--- src/rtl/riscv_trace_pkg.sv ---
// Shared types and constants for the commit trace path.
package riscv_trace_pkg;

    localparam int unsigned TRACE_WIDTH     = 31;
    localparam int unsigned TRACE_REG       = 4;
    localparam int unsigned TRACE_SEQ       = 15;
    localparam int unsigned TRACE_DEPTH_LOG = 3;

    localparam logic [7:0] DROP_MAX = 8'hFF;

    typedef struct packed {
        logic [TRACE_REG:0]   dest;
        logic [TRACE_WIDTH:0] result;
        logic [TRACE_SEQ:0]   seq;
    } traceEntry_t;

    localparam int unsigned ENTRY_W = $bits(traceEntry_t);

    // Saturating increment for the drop counter.
    function automatic logic [7:0] drop_sat_inc(input logic [7:0] v);
        return (v == DROP_MAX) ? v : v + 8'd1;
    endfunction

endpackage

--- src/rtl/trace_fifo_mem.sv ---
// Trace FIFO storage: one synchronous write port, one asynchronous read port, no reset.
module trace_fifo_mem
    import riscv_trace_pkg::*;
#(
    parameter int unsigned ADDR_W = TRACE_DEPTH_LOG
) (
    input  logic              clk,
    input  logic              i_wr_en,
    input  logic [ADDR_W-1:0] i_wr_addr,
    input  traceEntry_t       i_wr_data,
    input  logic [ADDR_W-1:0] i_rd_addr,
    output traceEntry_t       o_rd_data_c
);

    localparam int unsigned DEPTH = 1 << ADDR_W;

    traceEntry_t r_mem [DEPTH];

    always_ff @(posedge clk) begin
        if (i_wr_en) begin
            r_mem[i_wr_addr] <= i_wr_data;
        end
    end

    assign o_rd_data_c = r_mem[i_rd_addr];

endmodule

--- src/rtl/commit_trace_buffer.sv ---
// Buffers retired (dest, result) pairs with a sequence tag and drains them over valid/ready;
// never stalls the core, reports losses through a sticky flag and a saturating counter.
module commit_trace_buffer
    import riscv_trace_pkg::*;
#(
    parameter int unsigned WIDTH     = TRACE_WIDTH,
    parameter int unsigned REG       = TRACE_REG,
    parameter int unsigned DEPTH_LOG = TRACE_DEPTH_LOG,
    parameter int unsigned SEQ       = TRACE_SEQ
) (
    input  logic               clk,
    input  logic               globalReset,
    input  logic               commitValid,
    input  logic [WIDTH:0]     commitResult,
    input  logic [REG:0]       commitDest,
    input  logic               outReady,
    input  logic               clearOverflow,
    output logic               outValid,
    output logic [WIDTH:0]     outResult,
    output logic [REG:0]       outDest,
    output logic [SEQ:0]       outSeq,
    output logic [DEPTH_LOG:0] count,
    output logic               overflow,
    output logic [7:0]         dropCount
);

    localparam int unsigned PTR_W = DEPTH_LOG + 1;
    localparam int unsigned CNT_W = DEPTH_LOG + 1;
    localparam int unsigned SEQ_W = SEQ + 1;
    localparam int unsigned DEPTH = 1 << DEPTH_LOG;

    logic [PTR_W-1:0] r_wr_ptr;
    logic [PTR_W-1:0] r_rd_ptr;
    logic [CNT_W-1:0] r_count;
    logic [SEQ_W-1:0] r_seq;
    logic             r_overflow;
    logic [7:0]       r_drop_cnt;
    logic             r_out_valid;
    traceEntry_t      r_head;

    logic             w_pop;
    logic             w_full;
    logic             w_push;
    logic             w_drop;
    logic [CNT_W-1:0] w_count_nxt;
    logic [CNT_W-1:0] w_remain;
    logic [PTR_W-1:0] w_wr_ptr_nxt;
    logic [PTR_W-1:0] w_rd_ptr_nxt;
    traceEntry_t      w_wr_entry;
    traceEntry_t      w_rd_entry;
    traceEntry_t      w_head_nxt;

    assign w_pop        = r_out_valid && outReady;
    assign w_full       = (r_count == CNT_W'(DEPTH));
    assign w_push       = commitValid && (!w_full || w_pop);
    assign w_drop       = commitValid && w_full && !w_pop;
    assign w_count_nxt  = r_count + CNT_W'(w_push) - CNT_W'(w_pop);
    assign w_remain     = r_count - CNT_W'(w_pop);
    assign w_wr_ptr_nxt = r_wr_ptr + PTR_W'(w_push);
    assign w_rd_ptr_nxt = r_rd_ptr + PTR_W'(w_pop);

    assign w_wr_entry.dest   = commitDest;
    assign w_wr_entry.result = commitResult;
    assign w_wr_entry.seq    = r_seq;

    trace_fifo_mem #(
        .ADDR_W (DEPTH_LOG)
    ) u_mem (
        .clk         (clk),
        .i_wr_en     (w_push),
        .i_wr_addr   (r_wr_ptr[DEPTH_LOG-1:0]),
        .i_wr_data   (w_wr_entry),
        .i_rd_addr   (w_rd_ptr_nxt[DEPTH_LOG-1:0]),
        .o_rd_data_c (w_rd_entry)
    );

    // Next head: the already-stored entry if one survives this pop, else the incoming write.
    assign w_head_nxt = (w_remain != '0) ? w_rd_entry : w_wr_entry;

    always_ff @(posedge clk or negedge globalReset) begin
        if (!globalReset) begin
            r_wr_ptr <= '0;
            r_rd_ptr <= '0;
            r_count  <= '0;
            r_seq    <= '0;
        end else begin
            r_wr_ptr <= w_wr_ptr_nxt;
            r_rd_ptr <= w_rd_ptr_nxt;
            r_count  <= w_count_nxt;
            if (commitValid) begin
                r_seq <= r_seq + SEQ_W'(1);
            end
        end
    end

    // Registered FWFT head; held while the FIFO is empty.
    always_ff @(posedge clk or negedge globalReset) begin
        if (!globalReset) begin
            r_out_valid <= 1'b0;
            r_head      <= '0;
        end else begin
            r_out_valid <= (w_count_nxt != '0);
            if (w_count_nxt != '0) begin
                r_head <= w_head_nxt;
            end
        end
    end

    // A drop in the same cycle as a clear restarts the count at one.
    always_ff @(posedge clk or negedge globalReset) begin
        if (!globalReset) begin
            r_overflow <= 1'b0;
            r_drop_cnt <= '0;
        end else if (w_drop) begin
            r_overflow <= 1'b1;
            r_drop_cnt <= clearOverflow ? 8'd1 : drop_sat_inc(r_drop_cnt);
        end else if (clearOverflow) begin
            r_overflow <= 1'b0;
            r_drop_cnt <= '0;
        end
    end

    assign outValid  = r_out_valid;
    assign outResult = r_head.result;
    assign outDest   = r_head.dest;
    assign outSeq    = r_head.seq;
    assign count     = r_count;
    assign overflow  = r_overflow;
    assign dropCount = r_drop_cnt;

endmodule

--- config.mk ---
export PLATFORM = sky130hd
export DESIGN_NAME = commit_trace_buffer
export DESIGN_NICKNAME = d
export VERILOG_FILES = /design/src/rtl/riscv_trace_pkg.sv /design/src/rtl/trace_fifo_mem.sv /design/src/rtl/commit_trace_buffer.sv
export SDC_FILE = /design/constraint.sdc
export NUM_CORES = 1
export LEC_CHECK = 0
export ABC_AREA = 1
export CAP_MARGIN = 20
export CORE_MARGIN = 1.5
export CORE_UTILIZATION = 35
export DETAILED_ROUTE_END_ITERATION = 6
export PLACE_DENSITY = 0.48
export SLEW_MARGIN = 20
export SYNTH_ARGS = -nofsm -noshare
export SYNTH_HDL_FRONTEND = slang
export SYNTH_SLANG_ARGS = --single-unit
--- constraint.sdc ---
create_clock -name clk -period 10.2 [get_ports clk]
set_clock_uncertainty 0.15 [all_clocks]
set_input_delay 2.55 -clock clk [delete_from_list [all_inputs] [get_ports clk]]
set_output_delay 2.55 -clock clk [all_outputs]
set_load 0.01 [all_outputs]
Fig. 1: run 1, port wiring
(1.5 px per um)
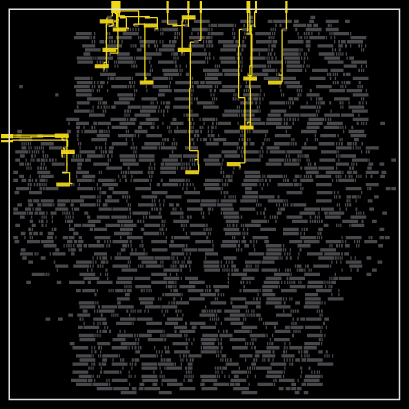
[`outSeq`] yellow | direction: output | edge: 13 top, 3 left | end cells: 16 | wire: 919 um
Port Buf Inserts: 108
IO Count: 109

Fig. 2: run 1, clock distribution
(2 px per um)
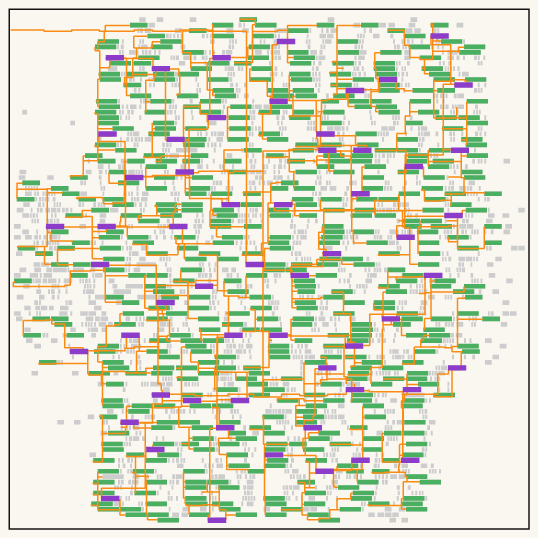
[clock drivers] purple | count: 57
[flip-flops] green | count: 513
[clock wires] orange | length: 6930 um
routed clock nets: 58
flops lie: widely spread
clock share of power: 0.224
clock network power: 0.00198 W

Fig. 3: run 1, M2 wires
(2 px per um) Cells faint in the background.
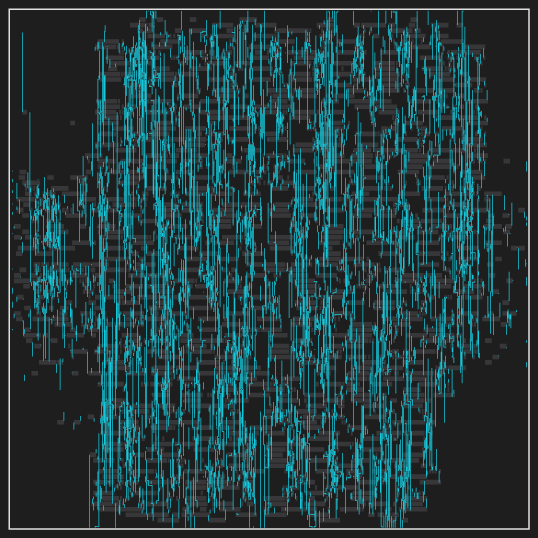
main direction: vertical
share of all routed wire: 46%
wire length on this layer: 27.8 mm
nets with wire on the layer: 1573
via count: 15.2k
met2 Track Usage GR: 0.293
final wirelength: 60800 um

[run 1: synth_stat cells (all sizes together)]
master,instances,share of area
nand2,804,0.13
edfxtp,424,0.55
nor3,6,0.0022
o2111ai,3,0.0011
o22ai,1,0.00027
nor2,23,0.0038
nand3,381,0.10
o21bai,1,0.00033
o211ai,1,0.00033
xor2,13,0.0058
clkbuf,44,0.0078
inv,371,0.061
a31o,1,0.00038
a21oi,3,0.00065
dfrtp,89,0.097
fa,1,0.00087
nand4,6,0.0016
ha,12,0.0065
or2,1,0.00027
buf,62,0.017
xnor2,1,0.00071
o21ai,9,0.0020
nand3b,1,0.00033
[run 1: flip-flops by register name, indices dropped and copies added (netlist names)]
name,flops
count,4
outResult,32
outValid,1
outDest,5
u_mem.r_mem,424
r_seq,16
r_wr_ptr,3
outSeq,16
dropCount,8
r_rd_ptr,3
overflow,1
[run 1: path summary, 6_finish.rpt]
kind	endpoint	cells after the start	slack, ns	from
max in group asynchronous	outResult[17]	2	6.75	globalReset
min in group asynchronous	dropCount[7]	1	1.79	globalReset
worst max-delay path	outDest[3]	13	4.43	outReady
worst min-delay path	overflow	2	0.34	overflow
worst min register to register	overflow	2	0.34	overflow
worst max register to register	outDest[3]	12	6.36	outValid
[run 1: area by class of cell]
| cell class | count | area share |
|---|---|---|
| multi-input combinational | 1268 | 0.231 |
| clock buffer | 84 | 0.0596 |
| tap | 855 | 0.0401 |
| timing repair buffer | 132 | 0.0477 |
| clock inverter | 23 | 0.00779 |
| inverter | 371 | 0.0525 |
| sequential | 513 | 0.561 |
[run 1: where the power goes]
group	switching [W]	leakage (nW)	internal, W
registers	0.000221	4.82	0.00275
clock network	0.000847	0.872	0.00113
logic	0.00266	5.97	0.00120
total	0.00373	11.7	0.00508
[run 1: logic make-up (layout without fill, tap and decap cells)]
logic type | count (synthesis) | count (layout) | synth area share
XOR/XNOR | 14 | 14 | 0.00648
AND-OR/OR-AND | 19 | 19 | 0.00507
AND/OR/NAND/NOR | 1222 | 1222 | 0.244
buffers and inverters | 477 | 610 | 0.0854
flip-flops | 513 | 513 | 0.651
adder cells (fa/ha/maj) | 13 | 13 | 0.00741
[run 1: layout by cell type, fill, tap and decap left out, types with 12 or more instances in the layout]
cell type | synthesis | final
inv_1 | 368 | 368
clkbuf_16 | 0 | 57
nor2_1 | 23 | 15
nand2_1 | 803 | 802
nand3_1 | 282 | 282
clkdlybuf4s50_1 | 0 | 107
nand3_2 | 99 | 99
edfxtp_1 | 424 | 424
xor2_1 | 12 | 12
buf_4 | 1 | 23
dfrtp_1 | 89 | 89
clkbuf_1 | 40 | 21
[run 1: metal layers]
| metal | vias up | track usage |
|---|---|---|
| li1 | 7415 | - |
| met1 | 7384 | 0.261 |
| met2 | 321 | 0.293 |
| met3 | 77 | 0.0323 |
| met4 | 4 | 0.0412 |
| met5 | - | 0 |
[run 1: stage by stage]
stage / utilization / setup WS [ns] / std cells
after global placement: 0.384 / 3.45 / 3138
after global routing: 0.412 / 4.21 / 3246
after CTS: 0.412 / 4.25 / 3246
after detailed placement: 0.384 / 3.58 / 3139
after floorplan: - / 4.26 / 2258
final: 0.412 / 4.43 / 3246
==> changes_impl.md, run 1 <==
### Physical design

- Outcome: complete, no violations
- CP max FO: 79
- Tmin final: 5.77 ns
- Via count of the first global-routing pass: 15.1k
- GRT Util Overall: 0.184
- Layout cells sized above 1: 0.0933
- Critical Path AT: 6.12 ns
- Ys cells: 2258
- Pins over their slew limit: 0
- Worst Path Buf+Inv: 4
- Pwr dens: 331 nW/um2
- Post-cts resize count: 0
- GP Congestion: 0.759
- Log Warnings: 29
- Clock Latency Late Sink: 0.63 ns
- Leak: 11.7 nW
- Filler Cells Inserted: 6236
- CP max stage delay: 0.81 ns
- Distinct cell type count of the synthesized netlist: 35
- Setup TNS: 0 ns
- DR top layer: met5
- Init Core Util: 0.355
- Std-Cell Rows: 93
- Yosys synthesis chip area: 23000 um2
- Antenna violations before repair: 2
- Total congestion overflow: 0
- Most used cell, CP: nand2_1
- Worst slew pin tran: 1.11 ns
- Largest net degree at the start of global routing: 103
- WS Path Type: primary input to flop
- Worst-path cell chain: clkdlybuf4s50_1 -> nand2_1 -> inv_1 -> ha_4 -> ha_4 -> clkinv_2 -> buf_6 -> nand3_1 -> nand3_2 -> nand3_2 -> nand2_1 -> nand2_1 -> nand2_1
- Layout Nets: 2398
- Die Height: 259 um
- Yosys warnings: 0
- Slowest-stage cell, CP: ha_4
- Root buf cell: clkbuf_16
- Achievable Freq: 0.173 GHz
- # setup viols final: 0
- Synth Register Bits: 513
- DR WL/cell: 18.7 um
- FF/Latch Area: 15000 um2
- Maxcap violations: 0
- RSZ-0062 raised after global routing: false
- Final Hold Fails: 0
- Post-Syn Instances: 2258
- Post-route met1 wirelength: 28800 um
- CTS tree: done
- Via density: 4.68
- Die ar.: 67200 um2
- CTS Buf Count: 57
- P&R area growth vs syn: 16.0%
- CP top delay family: buffers and inverters
- Iter 0 DRT Violations: 950
- Final period utilization: 0.566
- Final Cell Area: 26600 um2
- Fin Hold WS: 0.340 ns
- Seq/Total Area, Yosys: 0.651
- Setup Fix Bufs, Post-CTS: 0
- # diodes: 0
- Routed wl met3: 3190 um
- VDD IR max: 0.756 mV
- H-tree levels: 2
- Syn Area/Cell: 10.2 um2
- Clock Pin Slew Worst Setup and Hold Paths: 0.06 ns
- Hpwl dp: 29200 um
- Global-route wire length before repair: 93200 um
- Slew margin rel.: 0.261
- Placed cell area: 24800 um2
- Die width: 259 um
- CP Capture Type: flop
- Total power of the final layout: 0.00881 W
- Met2 routed WL: 27800 um
Fig. 4: run 1, clock routing
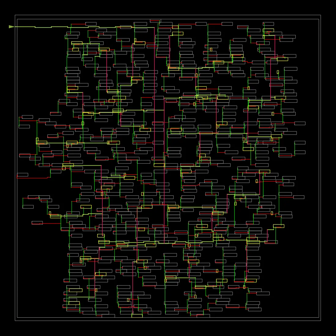

==> run 2: changes to the inputs <==
Clock period 10.2 ns to 5.76 ns, I/O delays scaled along.
Fig. 5: run 2, clock routing
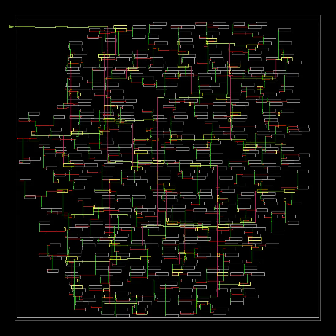
CTS Buf Count: 57
Clock Sinks: 513

==> run 2 against run 1 <==
Setup slack got worse by 2.9 ns. Hold slack improved by 0.0032 ns. Final cell count increased by 0.31%. Sequential cell count unchanged. Critical path type unchanged.
==> changes_impl.md, run 2 <==
### Physical design

- IO Count: 109 (unchanged)
- P&R area growth vs syn: 16.9%
- Layout Nets: 2408 (+0.42%)
- Maxcap violations: 0 (unchanged)
- Setup TNS: 0 ns (unchanged)
- Critical Path AT: 4.63 ns (-1.49 ns)
- Total congestion overflow: 0 (unchanged)
- Top cells, area: edfxtp_1 (55%), nand2_1 (13%), dfrtp_1 (9.7%)
- # setup viols final: 0 (unchanged)
- Clock Pin Slew Worst Setup and Hold Paths: 0.06 ns (about the same)
- RR Startpoint: count[2]
- H-tree levels: 2 (unchanged)
- Post-Syn Instances: 2258 (unchanged)
- GP Congestion: 0.758 (about the same)
- Routed wl met3: 3080 um (-3.5%)
- Dpl cells: 3149 (+0.32%)
- VDD IR max: 0.684 mV (-9.6%)
- Yosys warnings: 0 (unchanged)
- Global-route wire length before repair: 94200 um (+1.1%)
- Syn Area/Cell: 10.2 um2 (unchanged)
- Via density: 4.69 (+0.20%)
- Filler Cells Inserted: 6254 (+0.29%)
- Distinct cell type count of the synthesized netlist: 35 (unchanged)
- Achievable Freq: 0.235 GHz
- Final Hold Fails: 0 (unchanged)
- Post-synth EDFFs: 424 (unchanged)
- Via count: 15.3k (+0.51%)
- Root buf cell: clkbuf_16
- Synth top cell by count: nand2_1
- Hpwl dp: 30200 um (+3.6%)
- Layout cells sized above 1: 0.0979 (+0.00461)
- Via count of the first global-routing pass: 15.3k (+1.3%)
- Tmin final: 4.25 ns
- Ys cells: 2258 (unchanged)
- FF/Latch Area: 15000 um2 (unchanged)
- Post-route insts no fill: 3256 (+0.31%)
- Flop2flop setup slack: 2.31 ns (-4.05 ns)
- Main synth FF type: edfxtp_1
- Worst slew pin tran: 0.999 ns (-0.109 ns)
- Psw: 0.00665 W (+78%)
- Seq/Total Area, Yosys: 0.651 (unchanged)
- Met2 routed WL: 28600 um (+2.8%)
- Pins over their slew limit: 0 (unchanged)
- Final period utilization: 0.739
- Most frequent cells in the layout: nand2_1 (802), edfxtp_1 (424), inv_1 (368), nand3_1 (282), clkdlybuf4s50_1 (107)
- Port Buf Inserts: 108 (unchanged)
- Iter 0 DRT Violations: 890 (-6.3%)
- Log Warnings: 29 (unchanged)
- Most frequent logic cell in the layout: nand2_1
- Leak: 11.8 nW (+0.79%)
- Worst hold endpoint: overflow
- CP Capture Type: flop
- DR top layer: met5
- Outcome: complete, no violations
- Post-route met1 wirelength: 28300 um (-1.9%)
Fig. 6: run 2, cells colored by class
(1.5 px per um) Fill, decap, tap and diode cells in gray.
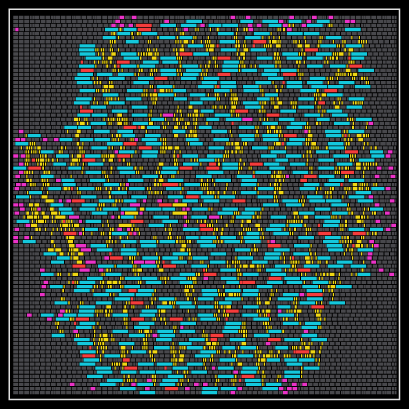
[combinational and other logic] yellow | cells: 1639 | share of their area: 29%
[remaining buffers and delay cells] magenta | cells: 142 | share of their area: 5.7%
[clock drivers and dummy loads] red | cells: 107 | share of their area: 7.0%
[sequential cells] cyan | cells: 513 | share of their area: 58%
Layout Utilization: 0.415
Final Cell Area: 26900 um2
fraction of area in registers: 0.557

-- run 2: worst max-delay path: stages --
cell and delay [ns]:
clkdlybuf4s50_1 0.74, nand2_1 0.12, inv_1 0.11, nand2_1 0.06, nand2_1 0.06, ha_1 0.16
inv_1 0.06, fa_1 0.40, xor2_1 0.28, nor3_4 0.07, nand3_2 0.07, buf_4 0.76
nand2_1 0.18, nand2_1 0.10
-- run 2: worst max-delay path by stage --
stage / start / endpoint / slack, ns / depth (start not counted)
global placement: commitValid / outSeq[8] / 0.87 / 14
CTS: commitValid / outResult[30] / 1.46 / 14
detailed placement: commitValid / outSeq[8] / 0.83 / 14
floorplan: commitValid / u_mem.r_mem[0][0] / 0.93 / 4
finish: commitValid / outResult[30] / 1.51 / 14
global route: commitValid / outResult[30] / 1.25 / 14
-- run 2: cell type report --
type	count	area share
multi-input combinational	1268	0.229
clock inverter	20	0.00680
tap	855	0.0398
clock buffer	87	0.0603
timing repair buffer	142	0.0548
inverter	371	0.0521
sequential	513	0.557
-- run 2: kinds of logic (layout without fill, tap and decap cells) --
group                      after synthesis  count (layout)  share of synthesized area
buffers and inverters                  477             620                     0.0854
and+or+nand+nor                       1222            1222                      0.244
DFF                                    513             513                      0.651
xor gates and xnor gates                14              14                    0.00648
AOI/OAI and AO/OA                       19              19                    0.00507
adders and majority gates               13              13                    0.00741
-- run 2: per-stage QoR --
stage	total power (W)	hold WS (ns)	worst slack, ns	instance area (um2)	utilization
global placement	0.0124	0.324	0.865	25100	0.387
CTS	0.0160	0.354	1.46	26900	0.415
global route	0.0169	0.373	1.25	26900	0.415
floorplan	0.00990	0.322	0.933	23000	-
finish	0.0158	0.343	1.51	26900	0.415
detailed placement	0.0124	0.328	0.827	25100	0.387
-- run 2: per-layer routing --
| layer | track usage | vias to the layer above |
|---|---|---|
| met2 | 0.305 | 328 |
| met1 | 0.253 | 7412 |
| met4 | 0.0476 | 6 |
| met5 | 0 | - |
| li1 | - | 7439 |
| met3 | 0.0328 | 93 |
-- run 2: power groups by stage --
stage                     combinational, W  clock (W)  sequential, W
after floorplan                    0.00459          0        0.00531
after global placement             0.00706          0        0.00531
after global routing               0.00785    0.00376        0.00533
after CTS                          0.00713    0.00362        0.00526
final                              0.00700    0.00354        0.00525
after detailed placement           0.00709          0        0.00533
No activity file was given, so power comes from the tool's default toggle rates.
